**src/rtl/render_sequencer_if.sv**
```systemverilog
// Command bus between the render sequencer and the tile raster engine.
// The sequencer drives the command. The engine answers with ready and a done pulse.
interface render_sequencer_if #(
    parameter int unsigned SQ_WIDTH = 41
) ();
    logic                cmd_valid;
    logic                cmd_ready;
    logic                cmd_op;
    logic [SQ_WIDTH-1:0] cmd_square;
    logic                eng_done;

    modport master (
        output cmd_valid, cmd_op, cmd_square,
        input  cmd_ready, eng_done
    );

    modport slave (
        input  cmd_valid, cmd_op, cmd_square,
        output cmd_ready, eng_done
    );
endinterface

```
**src/rtl/render_sequencer.sv**
```systemverilog
// Frame controller for the raster engine. It snapshots up to three squares and orders them back-to-front by cy.
// It issues a buffer clear, then one draw per square, and waits for the engine's done pulse after each command.
module render_sequencer #(
    parameter int unsigned SQ_WIDTH = 41,
    parameter int unsigned TIMEOUT  = 65535,
    parameter int unsigned TO_W     = 16
) (
    input  logic                clk,
    input  logic                rst,
    input  logic                frame_start,
    input  logic [SQ_WIDTH-1:0] square1,
    input  logic [SQ_WIDTH-1:0] square2,
    input  logic [SQ_WIDTH-1:0] square3,
    input  logic [2:0]          sq_en,
    render_sequencer_if.master  eng,
    output logic                busy,
    output logic                frame_done,
    output logic                timeout_err,
    output logic                overrun
);
    localparam int unsigned NSQ    = 3;
    localparam int unsigned FW     = 8;
    localparam int unsigned CY_LSB = 8;
    localparam int unsigned R_LSB  = 16;
    localparam logic [TO_W-1:0] TO_LAST = TO_W'(TIMEOUT - 1);

    typedef enum logic [2:0] {
        IDLE, SORT, CLEAR, CLEAR_WAIT, ISSUE, DRAW_WAIT, DONE
    } state_t;

    state_t              state_q, state_d;
    logic [SQ_WIDTH-1:0] snap_q [NSQ];
    logic [SQ_WIDTH-1:0] snap_d [NSQ];
    logic [SQ_WIDTH-1:0] list_q [NSQ];
    logic [SQ_WIDTH-1:0] list_d [NSQ];
    logic [NSQ-1:0]      en_q, en_d;
    logic [1:0]          n_q, n_d, k_q, k_d;
    logic [TO_W-1:0]     cnt_q, cnt_d;
    logic                cmd_valid_q, cmd_valid_d;
    logic                cmd_op_q, cmd_op_d;
    logic [SQ_WIDTH-1:0] cmd_square_q, cmd_square_d;
    logic                busy_d, frame_done_d, timeout_err_d, overrun_d;
    logic [NSQ-1:0]      live;
    logic [1:0]          pos;
    logic                hs;

    assign eng.cmd_valid  = cmd_valid_q;
    assign eng.cmd_op     = cmd_op_q;
    assign eng.cmd_square = cmd_square_q;

    always_ff @(posedge clk or posedge rst) begin
        if (rst) begin
            state_q      <= IDLE;
            for (int i = 0; i < NSQ; i++) begin
                snap_q[i] <= '0;
                list_q[i] <= '0;
            end
            en_q         <= '0;
            n_q          <= '0;
            k_q          <= '0;
            cnt_q        <= '0;
            cmd_valid_q  <= 1'b0;
            cmd_op_q     <= 1'b0;
            cmd_square_q <= '0;
            busy         <= 1'b0;
            frame_done   <= 1'b0;
            timeout_err  <= 1'b0;
            overrun      <= 1'b0;
        end else begin
            state_q      <= state_d;
            snap_q       <= snap_d;
            list_q       <= list_d;
            en_q         <= en_d;
            n_q          <= n_d;
            k_q          <= k_d;
            cnt_q        <= cnt_d;
            cmd_valid_q  <= cmd_valid_d;
            cmd_op_q     <= cmd_op_d;
            cmd_square_q <= cmd_square_d;
            busy         <= busy_d;
            frame_done   <= frame_done_d;
            timeout_err  <= timeout_err_d;
            overrun      <= overrun_d;
        end
    end

    always_comb begin
        state_d       = state_q;
        snap_d        = snap_q;
        list_d        = list_q;
        en_d          = en_q;
        n_d           = n_q;
        k_d           = k_q;
        cnt_d         = cnt_q;
        cmd_valid_d   = cmd_valid_q;
        cmd_op_d      = cmd_op_q;
        cmd_square_d  = cmd_square_q;
        busy_d        = busy;
        frame_done_d  = 1'b0;
        timeout_err_d = timeout_err;
        overrun_d     = frame_start && (state_q != IDLE);
        live          = '0;
        pos           = '0;
        hs            = cmd_valid_q && eng.cmd_ready;

        case (state_q)
            IDLE: begin
                if (frame_start) begin
                    snap_d[0]     = square1;
                    snap_d[1]     = square2;
                    snap_d[2]     = square3;
                    en_d          = sq_en;
                    timeout_err_d = 1'b0;
                    busy_d        = 1'b1;
                    state_d       = SORT;
                end
            end
            SORT: begin
                // Each live square's slot equals the number of live squares ahead of it (smaller cy, or equal cy at a lower index).
                for (int i = 0; i < NSQ; i++)
                    live[i] = en_q[i] && (snap_q[i][R_LSB +: FW] != '0);
                n_d = '0;
                for (int i = 0; i < NSQ; i++) begin
                    if (live[i]) begin
                        pos = '0;
                        for (int j = 0; j < NSQ; j++) begin
                            if ((j != i) && live[j] &&
                                ((snap_q[j][CY_LSB +: FW] < snap_q[i][CY_LSB +: FW]) ||
                                 ((snap_q[j][CY_LSB +: FW] == snap_q[i][CY_LSB +: FW]) && (j < i))))
                                pos = pos + 2'd1;
                        end
                        list_d[pos] = snap_q[i];
                        n_d         = n_d + 2'd1;
                    end
                end
                k_d          = '0;
                cmd_valid_d  = 1'b1;
                cmd_op_d     = 1'b0;
                cmd_square_d = '0;
                state_d      = CLEAR;
            end
            CLEAR, ISSUE: begin
                if (hs) begin
                    cmd_valid_d = 1'b0;
                    cnt_d       = '0;
                    state_d     = (state_q == CLEAR) ? CLEAR_WAIT : DRAW_WAIT;
                end
            end
            CLEAR_WAIT, DRAW_WAIT: begin
                // A done pulse in the same cycle as the last allowed count still counts as success.
                if (eng.eng_done) begin
                    if (state_q == CLEAR_WAIT) begin
                        k_d = '0;
                        if (n_q != '0) begin
                            cmd_valid_d  = 1'b1;
                            cmd_op_d     = 1'b1;
                            cmd_square_d = list_q[0];
                            state_d      = ISSUE;
                        end else begin
                            frame_done_d = 1'b1;
                            busy_d       = 1'b0;
                            state_d      = DONE;
                        end
                    end else begin
                        k_d = k_q + 2'd1;
                        if ((k_q + 2'd1) < n_q) begin
                            cmd_valid_d  = 1'b1;
                            cmd_op_d     = 1'b1;
                            cmd_square_d = list_q[k_q + 2'd1];
                            state_d      = ISSUE;
                        end else begin
                            frame_done_d = 1'b1;
                            busy_d       = 1'b0;
                            state_d      = DONE;
                        end
                    end
                end else if (cnt_q == TO_LAST) begin
                    timeout_err_d = 1'b1;
                    busy_d        = 1'b0;
                    state_d       = IDLE;
                end else begin
                    cnt_d = cnt_q + TO_W'(1);
                end
            end
            DONE: state_d = IDLE;
            default: state_d = IDLE;
        endcase
    end
endmodule

```
**src/flat_wrapper.sv**
```systemverilog
// flat-port wrapper written by rule: the top's interface ports become plain ports
module render_sequencer_flat 
#(
    parameter int unsigned SQ_WIDTH = 41,
    parameter int unsigned TIMEOUT  = 65535,
    parameter int unsigned TO_W     = 16
)
  (clk, rst, frame_start, square1, square2, square3, sq_en, busy, frame_done, timeout_err, overrun, eng_cmd_valid, eng_cmd_op, eng_cmd_square, eng_cmd_ready, eng_eng_done);
  render_sequencer_if #(.SQ_WIDTH(SQ_WIDTH)) eng_i ();
  input  logic clk;
  input  logic rst;
  input  logic frame_start;
  input  logic [SQ_WIDTH-1:0] square1;
  input  logic [SQ_WIDTH-1:0] square2;
  input  logic [SQ_WIDTH-1:0] square3;
  input  logic [2:0] sq_en;
  output logic busy;
  output logic frame_done;
  output logic timeout_err;
  output logic overrun;
  output wire logic [$bits(eng_i.cmd_valid)-1:0] eng_cmd_valid;
  output wire logic [$bits(eng_i.cmd_op)-1:0] eng_cmd_op;
  output wire logic [$bits(eng_i.cmd_square)-1:0] eng_cmd_square;
  input wire logic [$bits(eng_i.cmd_ready)-1:0] eng_cmd_ready;
  input wire logic [$bits(eng_i.eng_done)-1:0] eng_eng_done;
  assign eng_cmd_valid = eng_i.cmd_valid;
  assign eng_cmd_op = eng_i.cmd_op;
  assign eng_cmd_square = eng_i.cmd_square;
  assign eng_i.cmd_ready = eng_cmd_ready;
  assign eng_i.eng_done = eng_eng_done;
  render_sequencer #(.SQ_WIDTH(SQ_WIDTH), .TIMEOUT(TIMEOUT), .TO_W(TO_W)) u_core (.clk(clk), .rst(rst), .frame_start(frame_start), .square1(square1), .square2(square2), .square3(square3), .sq_en(sq_en), .eng(eng_i), .busy(busy), .frame_done(frame_done), .timeout_err(timeout_err), .overrun(overrun));
endmodule
```
**config.mk**
```make
export PLATFORM = sky130hd
export DESIGN_NAME = render_sequencer_flat
export DESIGN_NICKNAME = d
export VERILOG_FILES = /design/src/rtl/render_sequencer_if.sv /design/src/rtl/render_sequencer.sv /design/src/flat_wrapper.sv
export SDC_FILE = /design/constraint.sdc
export NUM_CORES = 1
export LEC_CHECK = 0
export ABC_CLOCK_PERIOD_IN_PS = 33800
export CORE_ASPECT_RATIO = 1.75
export CORE_MARGIN = 3
export CORE_UTILIZATION = 39
export DETAILED_ROUTE_END_ITERATION = 10
export MAX_ROUTING_LAYER = met4
export SLEW_MARGIN = 10
export SYNTH_ARGS = -nofsm -noshare
export SYNTH_HDL_FRONTEND = slang
export SYNTH_SLANG_ARGS = --single-unit
```
**constraint.sdc**
```tcl
create_clock -name clk -period 33.8 [get_ports clk]
set_input_delay 6.76 -clock clk [delete_from_list [all_inputs] [get_ports clk]]
set_output_delay 6.76 -clock clk [all_outputs]
set_load 0.005 [all_outputs]
```
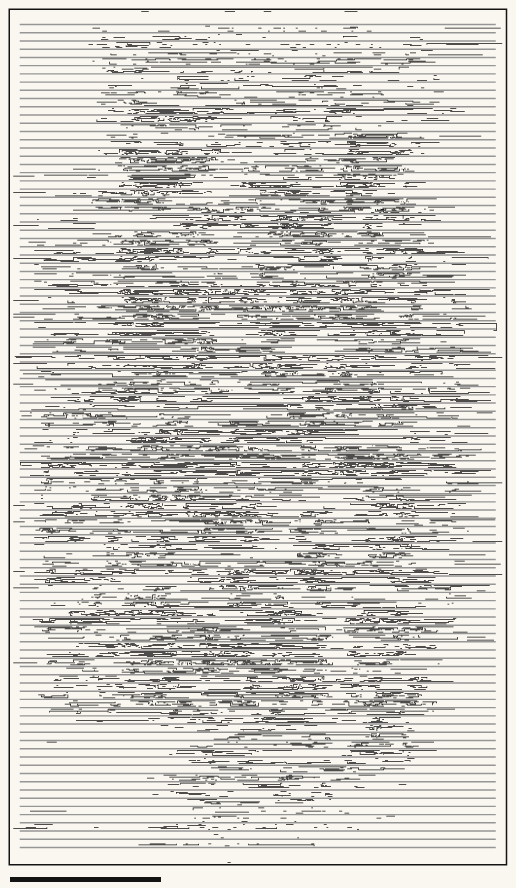
Figure 1: metal 1.
Bar = 50 um. Supply wires on this layer in grey.
nets with wire on the layer: 1705
wire length on this layer: 22.1 mm
share of all routed wire: 36%
main direction: horizontal

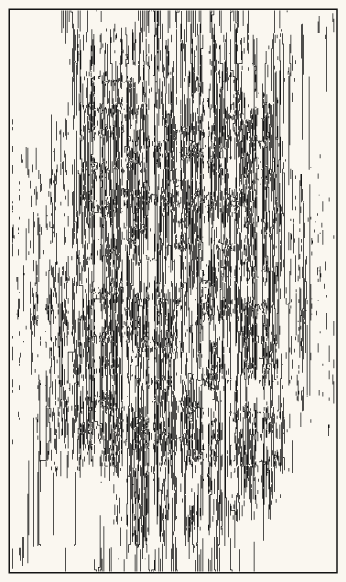
Figure 2: met2 routing.
main direction: vertical
wire length on this layer: 30.3 mm
share of all routed wire: 50%
nets with wire on the layer: 1639
longest straight run: 106 um

==> deck_impl_summary.md <==
Run Summary

Finish
  • Layout cell share with drive strength beyond 1: 13.2%
  • Final std cell area, no fill: 20300 sq um
  • Layout Utilization: 47.6%
  • Synthesis-to-finish area growth: 19.7%
  • Filler Cell Count: 4024
  • FF+latch area: 7990 sq um
  • Final net count: 1894
  • Comb gate area: 8320 sq um
  • N_diodes: 0

Logic synthesis
  • Syn Std Cell Area: 17000 sq um
  • Yosys chip area: 17000 sq um
  • # Cells Yosys: 1651
  • Asr flop ratio synth: 100%
  • Post-synth regs: 319
  • Syn_area_per_cell: 10.3 sq um
  • Top cells by count: dfrtp_1 (319), o21ai_0 (164), a221oi_1 (123)
  • Top cells, area: dfrtp_1 (47%), mux2_2 (6.7%), a221oi_1 (6.3%)
  • Synth warn: 0
  • Flip-flops with a built-in enable: 0
  • Top-count cell post-synth: dfrtp_1
  • Mapped Cells: 1651
  • Distinct lib cells: 57
  • Main synth FF type: dfrtp_1
  • Post-synth top area share: 46.9%
  • Mapped Nets: 1817
  • Seq/Total Area, Yosys: 46.9%
  • Leading area contributor after synthesis: dfrtp_1

STA
  • Setup violators final: 0
  • Fmax: 113 MHz
  • Tmin final: 8.87 ns
  • Crit share post-route: 26.2%
  • Normalized max-slew margin: 12.5%
  • Final Skew: 0.0200 ns
  • Max-slew violation count: 0
  • RSZ-0062 raised after global routing: false
  • Final worst-path setup slack: 24.93 ns
  • Setup_tns: 0 ns
  • Hold Fails Final Rpt: 0
  • Worst-Margin Slew: 1.31 ns

Pwr
  • Total power: 2340 uW
  • Clock power share: 18.0%
  • Int Pwr: 1270 uW
  • Switching portion of total power: 45.9%
  • P per Cell Area: 115 nW/um^2
  • VDD IR max: 99.4 uV
  • Comb pwr share: 50.6%
  • Switching power: 1070 uW
  • Leakage: 0.00801 uW
  • Reg power frac: 31.4%

Clock tree
  • Clock buffer depth: 3
  • Clk Latency, worst-skew pair: 0.54 ns
  • CTS tree: built
  • Post-CTS setup repair buffer count: 0
  • Total CTS buffers: 34
  • Htree depth: 2
  • Clk sink count: 319
  • Worst-path clk slew: 0.06 ns
  • CTS Root Cell: clkbuf_16
  • Hold-fix buffers, CTS: 0
  • Cts repair resizes: 0

Global routing
  • Initial antenna violation count: 0
  • Largest net degree at the start of global routing: 134
  • First-pass GRT wire length: 93.0 mm
  • Gr ovfl total: 0
  • Tot GR Track Use: 26.5%
  • Vias in the first global route: 15700

Die
  • Rows: 100
  • Die footprint: 46200 sq um
  • IO Pins: 178
  • Die width: 164 um
  • FP Core Util: 39.7%
  • Core area: 42800 sq um
  • Die H: 282 um

Job
  • Max_cap viols: 0
  • OpenROAD warning count: 33

Setup path
  • CP arrival: 9.27 ns
  • Slowest cell on crit path: buf_4
  • Element type at the critical path end: flop
  • Crit Path Class: primary input to flop
  • CP Cell Sequence: clkdlybuf4s50_1 > and2_4 > buf_4 > mux2_2
  • Startpoint Class: primary input
  • Crit-path max cell delay: 0.81 ns
  • WP buf/inv: 2
  • Maximum fanout along the worst path: 89
  • CP delay by family, top: buffers and inverters
  • Worst EP required: 34.21 ns

Hold path
  • Hold WC Path Type: flop to flop

Placed design
  • Dpl cell area: 19100 sq um
  • Placer Congestion: 0.906
  • Pre-CTS setup slack: 24.35 ns
  • HPWL Detailed: 36.2 mm
  • IO Port Bufs: 177

Run status
  • Status: finished clean

Drt
  • DR WL/cell: 26.3 um
  • Drt initial violations: 2071
  • Routed WL: 60.9 mm
  • Number of iterations in the first detailed-routing pass: 9
  • Post-route ant nets: 0
  • Via Count: 15400
  • DR DRC count: 0
  • Via density per instance: 6.67
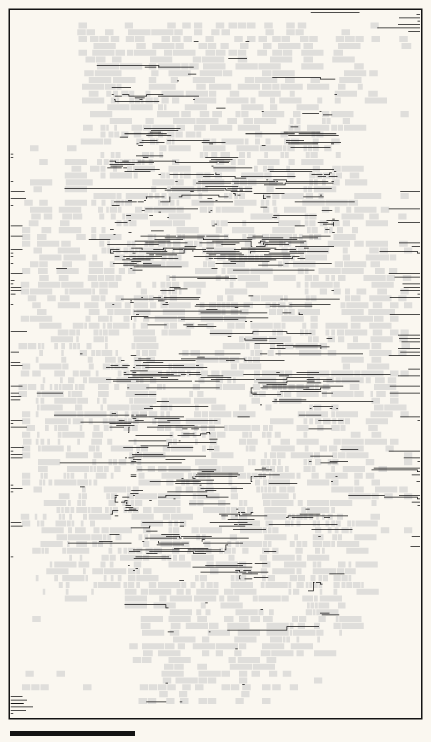
Figure 3: metal 3.
Bar = 50 um. Cells faint in the background.
main direction: horizontal
share of all routed wire: 8.6%

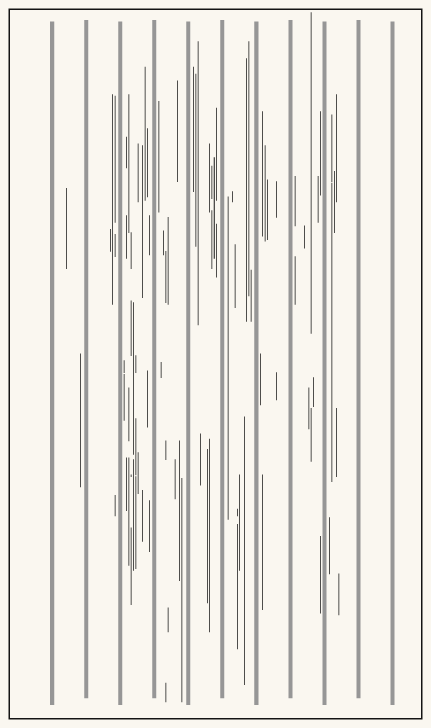
Figure 4: met4 routing.
Supply wires on this layer in grey.
main direction: vertical
nets with wire on the layer: 60
share of all routed wire: 5.3%

[logic make-up (layout without fill, tap and decap cells)]
group,after synthesis,count (layout),share of synthesized area (%)
adder cells (fa/ha/maj),35,35,2.58
AND-OR/OR-AND,724,724,29.7
flip-flops,319,319,46.9
AND/OR/NAND/NOR,263,263,8.34
buffers and inverters,195,296,5.06
multiplexers,101,101,6.69
XOR/XNOR,14,14,0.721
[final timing paths]
check	startpoint	to	slack, ns	cells past startpoint
max in group asynchronous	rst	u_core.k_q[1]	25.43	3
setup reg to reg	u_core.snap_q[9]	u_core.list_q[58]	28.96	13
hold / removal	u_core.eng.cmd_op	u_core.eng.cmd_op	0.48	1
setup / recovery	frame_start	u_core.snap_q[102]	24.93	4
hold reg to reg	u_core.eng.cmd_op	u_core.eng.cmd_op	0.48	1
min in group asynchronous	rst	u_core.snap_q[31]	6.78	2
[metal layers]
| layer | up-vias | GRT usage [%] | part of all wire, % |
|---|---|---|---|
| li1 | 6570 | - | - |
| met1 | 7651 | 31.0 | 36 |
| met2 | 990 | 44.2 | 50 |
| met3 | 212 | 4.09 | 8.6 |
| met4 | 0 | 13.5 | 5.3 |
| met5 | - | - | 0 |
[stage by stage]
stage / hold slack, ns / instances
6_report: 0.485 / 2313
5_1_grt: 0.515 / 2313
4_1_cts: 0.489 / 2313
3_5_place_dp: 0.475 / 2253
3_3_place_gp: 0.467 / 2253
2_1_floorplan: 0.451 / 1651
[sequential cells by signal, indices dropped and copies added (netlist names)]
| signal | cells |
|---|---|
| u_core.cnt_q | 16 |
| u_core.state_q | 3 |
| u_core.frame_done | 1 |
| u_core.busy | 1 |
| u_core.overrun | 1 |
| u_core.snap_q | 123 |
| u_core.eng.cmd_op | 1 |
| u_core.eng.cmd_square | 41 |
| u_core.list_q | 123 |
| u_core.en_q | 3 |
| u_core.timeout_err | 1 |
| u_core.n_q | 2 |
| u_core.k_q | 2 |
| u_core.eng.cmd_valid | 1 |
[placed cells by master, fill, tap and decap left out, types with 18 or more instances in the layout]
cell type          n
and3_1            27
nand2_1           47
a222oi_1          41
buf_4             22
o21ai_0          164
a22o_1            40
o21ai_1          104
ha_1              35
a22oi_1           99
o2bb2ai_1         42
nor2_1            60
a31oi_1           27
clkbuf_16         37
a221oi_1         123
a21oi_1           18
and2_1            49
o22ai_1           26
clkdlybuf4s50_1  177
dfrtp_1          315
mux2_2           101
inv_1             35
[power by group through the flow]
stage	Combinational (uW)	Sequential, uW	Clock (uW)
6_report	1180	735	422
3_3_place_gp	1140	730	0
4_1_cts	1160	730	430
2_1_floorplan	797	655	0
5_1_grt	1260	754	443
3_5_place_dp	1160	734	0
[cell type report]
class / count / share of cell area, %
Multi-Input combinational cell: 1137 / 40.9
Clock buffer: 47 / 5.08
Tap cell: 561 / 3.45
Timing Repair Buffer: 199 / 9.52
Inverter: 37 / 0.719
Clock inverter: 13 / 1.09
Sequential cell: 319 / 39.3
Power and IR drop assume default switching activity.
